Design mem_rr_arbiter_flat, sky130hd; sources not shown.
The metal 3 layer:
(3 px per um)
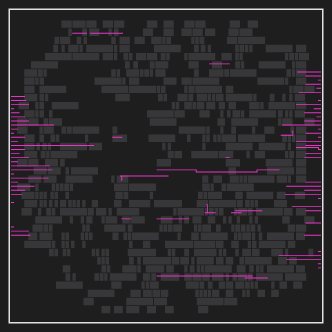
wire length on this layer: 510 um
nets with wire on the layer: 73
share of all routed wire: 6.0%
longest straight run: 31.7 um
total routed wirelength: 8.55 mm
detailed-route via count: 3026
met3 Resource Use GR: 4.32%

Cells by drive strength:
(4 px per um)
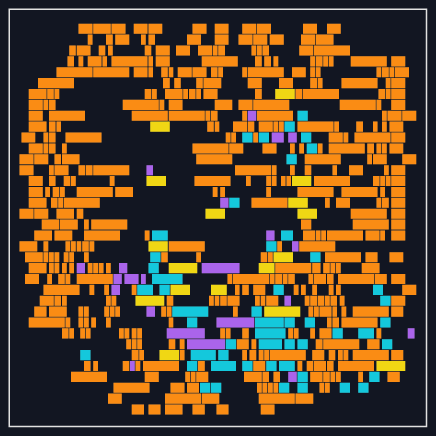
legend:
  yellow:
    size: drive 6 and up
    cells: 17
    share: 3.1%
    most_used: clkbuf_8
  cyan:
    size: drive 3 to 4
    cells: 51
    share: 9.4%
    most_used: buf_4
  orange:
    size: drive 1 or less
    cells: 455
    share: 83%
    most_used: nand2_1
  purple:
    size: drive 2
    cells: 22
    share: 4.0%
    most_used: nand2_2
Plain + repair buffers: 163
Final Cell Area: 5010 um^2
final worst slack: 0.0413 ns
Layout Area Growth over Synthesis: 67.3%

==> flow_summary.yaml <==
# physical design summary
status:
  outcome: "finished clean"
clock_network:
  htreeDepth: 3
  clk_pin_slew_ns: 0.06
  numCtsBuffers: 9
  clkLatencyLatePin_ns: 0.33
  tritoncts: "yes"
  cts.sinks: 62
  clock_path_buffers: 2
  clk_tree_root_cell: "clkbuf_8"
worst_hold_path:
  holdPathStages: 3
  worst_hold_path_type: "input pin to flip-flop"
global_route:
  grt_max_degree: 63
  grt_antenna_before_repair: 0
  grt_pass1_vias: 3019
  wire_length_of_the_first_global_routing_pass_mm: 14.1
  overall_routing_resource_usage_pct: 15.9
  grt_overflow: 0
layout:
  utilization_pct: 51.5
  num-nonclk-inverters: 27
  final_net_count: 605
  fraction_of_area_in_clock_buffers_and_inverters_pct: 3.47
  nFillCells: 948
  layout.comb_gates.multi_input: 278
  comb_area_share_pct: 27.8
  num-clock-buffers: 11
  final-instance-count-excl-fill: 678
  antennaDiodeCount: 0
  multi_input_comb_area_um2: 1390
  seq_area_um2: 1560
  final_layout_size_suffix_gt1_share_pct: 16.5
  design.seq.count: 62
  sequential_share_of_cell_area_pct: 31.0
  area_dominant_cell_class_after_layout: "buffers"
  area_share_nonclk_buffers_pct: 32.4
worst_setup_path:
  worstPathRequired_ns: 1.28
  cp_max_fo: 2
  cp_slowest_stage_delay_ns: 0.55
  r2r_setup_slk_ns: 0.07
  cp_num_cells: 1
  start_kind: "flip-flop"
  critical_path_buf_inv_count: 1
  worstPathCellList: "clkdlybuf4s50_1"
  critical_path_arrival_ns: 1.24
  worst-setup-path-type: "flip-flop to output port"
  r2r_cells: 8
  critical-path-slowest-cell: "clkdlybuf4s50_1"
  cp-end-kind: "output port"
  path_delay_family: "buffers and inverters"
yosys:
  enable_flop_cells: 0
  postSynthCellCount: 379
  yosys_register_bits: 62
  synth_area_per_cell_um2: 7.91
  yosys-stat-cells: 379
  netlist.top_cell.by_instances: "nand2_1"
  number_of_nets_produced_by_synthesis: 443
  yosysUniqueCellTypes: 26
  top_area_share_pct: 51.8
  yosysWarnings: 0
  synth-async-reset-ratio_pct: 100
  sequential_to_total_area_share_from_yosys_stat_pct: 51.8
  synth-main-ff-cell: "dfrtp_1"
  netlist.top_cell.by_area: "dfrtp_1"
  post_synth_main_area_contributors: "dfrtp_1 52%, nand2_1 17%, a21oi_1 5.3%"
  post_synth_instance_area_um2: 3000
  synth.cells.most_frequent: "138 x nand2_1, 62 x dfrtp_1, 35 x nor2_1"
  synth.yosys.chip_area_um2: 3000
sta:
  setup_violations: 0
  final_hold_viol_count: 0
  finalCritPeriodShare_pct: 97.4
  maxClockFrequency_ghz: 0.642
  max_slew.worst_pin.slew_ns: 0.433
  timing.slew.headroom_pct: 71.1
  min_period_ns: 1.56
  timing.clock.skew_ns: 0.00915
  final.hold.worst_slack_ns: 0.322
  slew_violations: 0
run:
  warning_count: 27
  maxCapViolations: 0
power_and_ir_drop:
  design_power_total_mw: 6.63
  static_leakage_nw: 2.62
  vdd_ir_drop_max_uv: 512
  power_density_nw_per_um2: 1320
floorplanning:
  die_x_um: 104
  floorplan.die.height_um: 104
  floorplan.tapcells: 133
  io_pins: 119
  floorplan.rows: 36
  core_region_area_um2: 9730
  die_area_um2: 10800
  fp_util_pct: 30.8
drt:
  post_route_drc: 0
  route.antenna.remaining_nets: 0
  detailedRoute.firstIterationViolations: 99
  avgViaCountPerCell: 4.46
  avgRoutedWirePerCell_um: 12.6
  drt_first_pass_iters: 4
placement:
  post-dp-hpwl_mm: 5.73
  placed_cells: 644
  placement.io_buffers: 118
## cell families (layout without fill, tap and decap cells)
kind of cell,after synthesis,after routing,synth area share [%]
AND-OR/OR-AND,46,46,7.76
XOR/XNOR,13,13,3.80
adder cells (fa/ha/maj),1,1,0.417
buffers and inverters,40,205,5.72
flip-flops,62,62,51.8
AND/OR/NAND/NOR,217,218,30.6
## stage by stage
step                instance area (um^2)  setup slack (ns)   TNS, ns
finish                              5010            0.0413         0
floorplan                           3040           -0.0497    -0.486
global route                        5010          -0.00489  -0.00708
CTS                                 4820          0.000745         0
detailed placement                  4530            -0.401     -8.60
global placement                    4530            -0.346     -7.94
## cell usage in the layout (no fill, tap or decap), drive strengths merged
master / n
or2: 3
inv: 26
dlygate4sd3: 1
nand3: 31
ha: 1
nand3b: 1
nor3: 4
clkbuf: 12
dlymetal6s2s: 24
clkdlybuf4s50: 81
a21oi: 32
o21ai: 13
xor2: 10
nand2: 138
nor2: 38
o21bai: 1
buf: 44
nand4: 3
xnor2: 3
dfrtp: 62
clkinv: 4
clkinvlp: 1
dlygate4sd2: 12
## per-layer routing
layer	track usage [%]	part of all wire, %	routed length, um
met5	0	0	0
met1	20.1	45	3870
met2	26.8	48	4090
met4	4.63	1.0	87
met3	4.32	6.0	509
## timing repair
item	4_1_cts	5_1_grt
hold buffers	1	0
endpoints found under the hold margin	17	0
setup endpoints to repair	32	42
gates cloned	1	1
pin swaps	0	7
buffers inserted	11	5
gates resized	20	39
## where the power goes
group / total (mW) / switching (mW) / internal (mW)
sequential: 2.45 / 0.301 / 2.15
clock: 1.23 / 0.600 / 0.630
combinational: 2.94 / 1.45 / 1.50
Power is estimated from default activity; no workload was simulated.
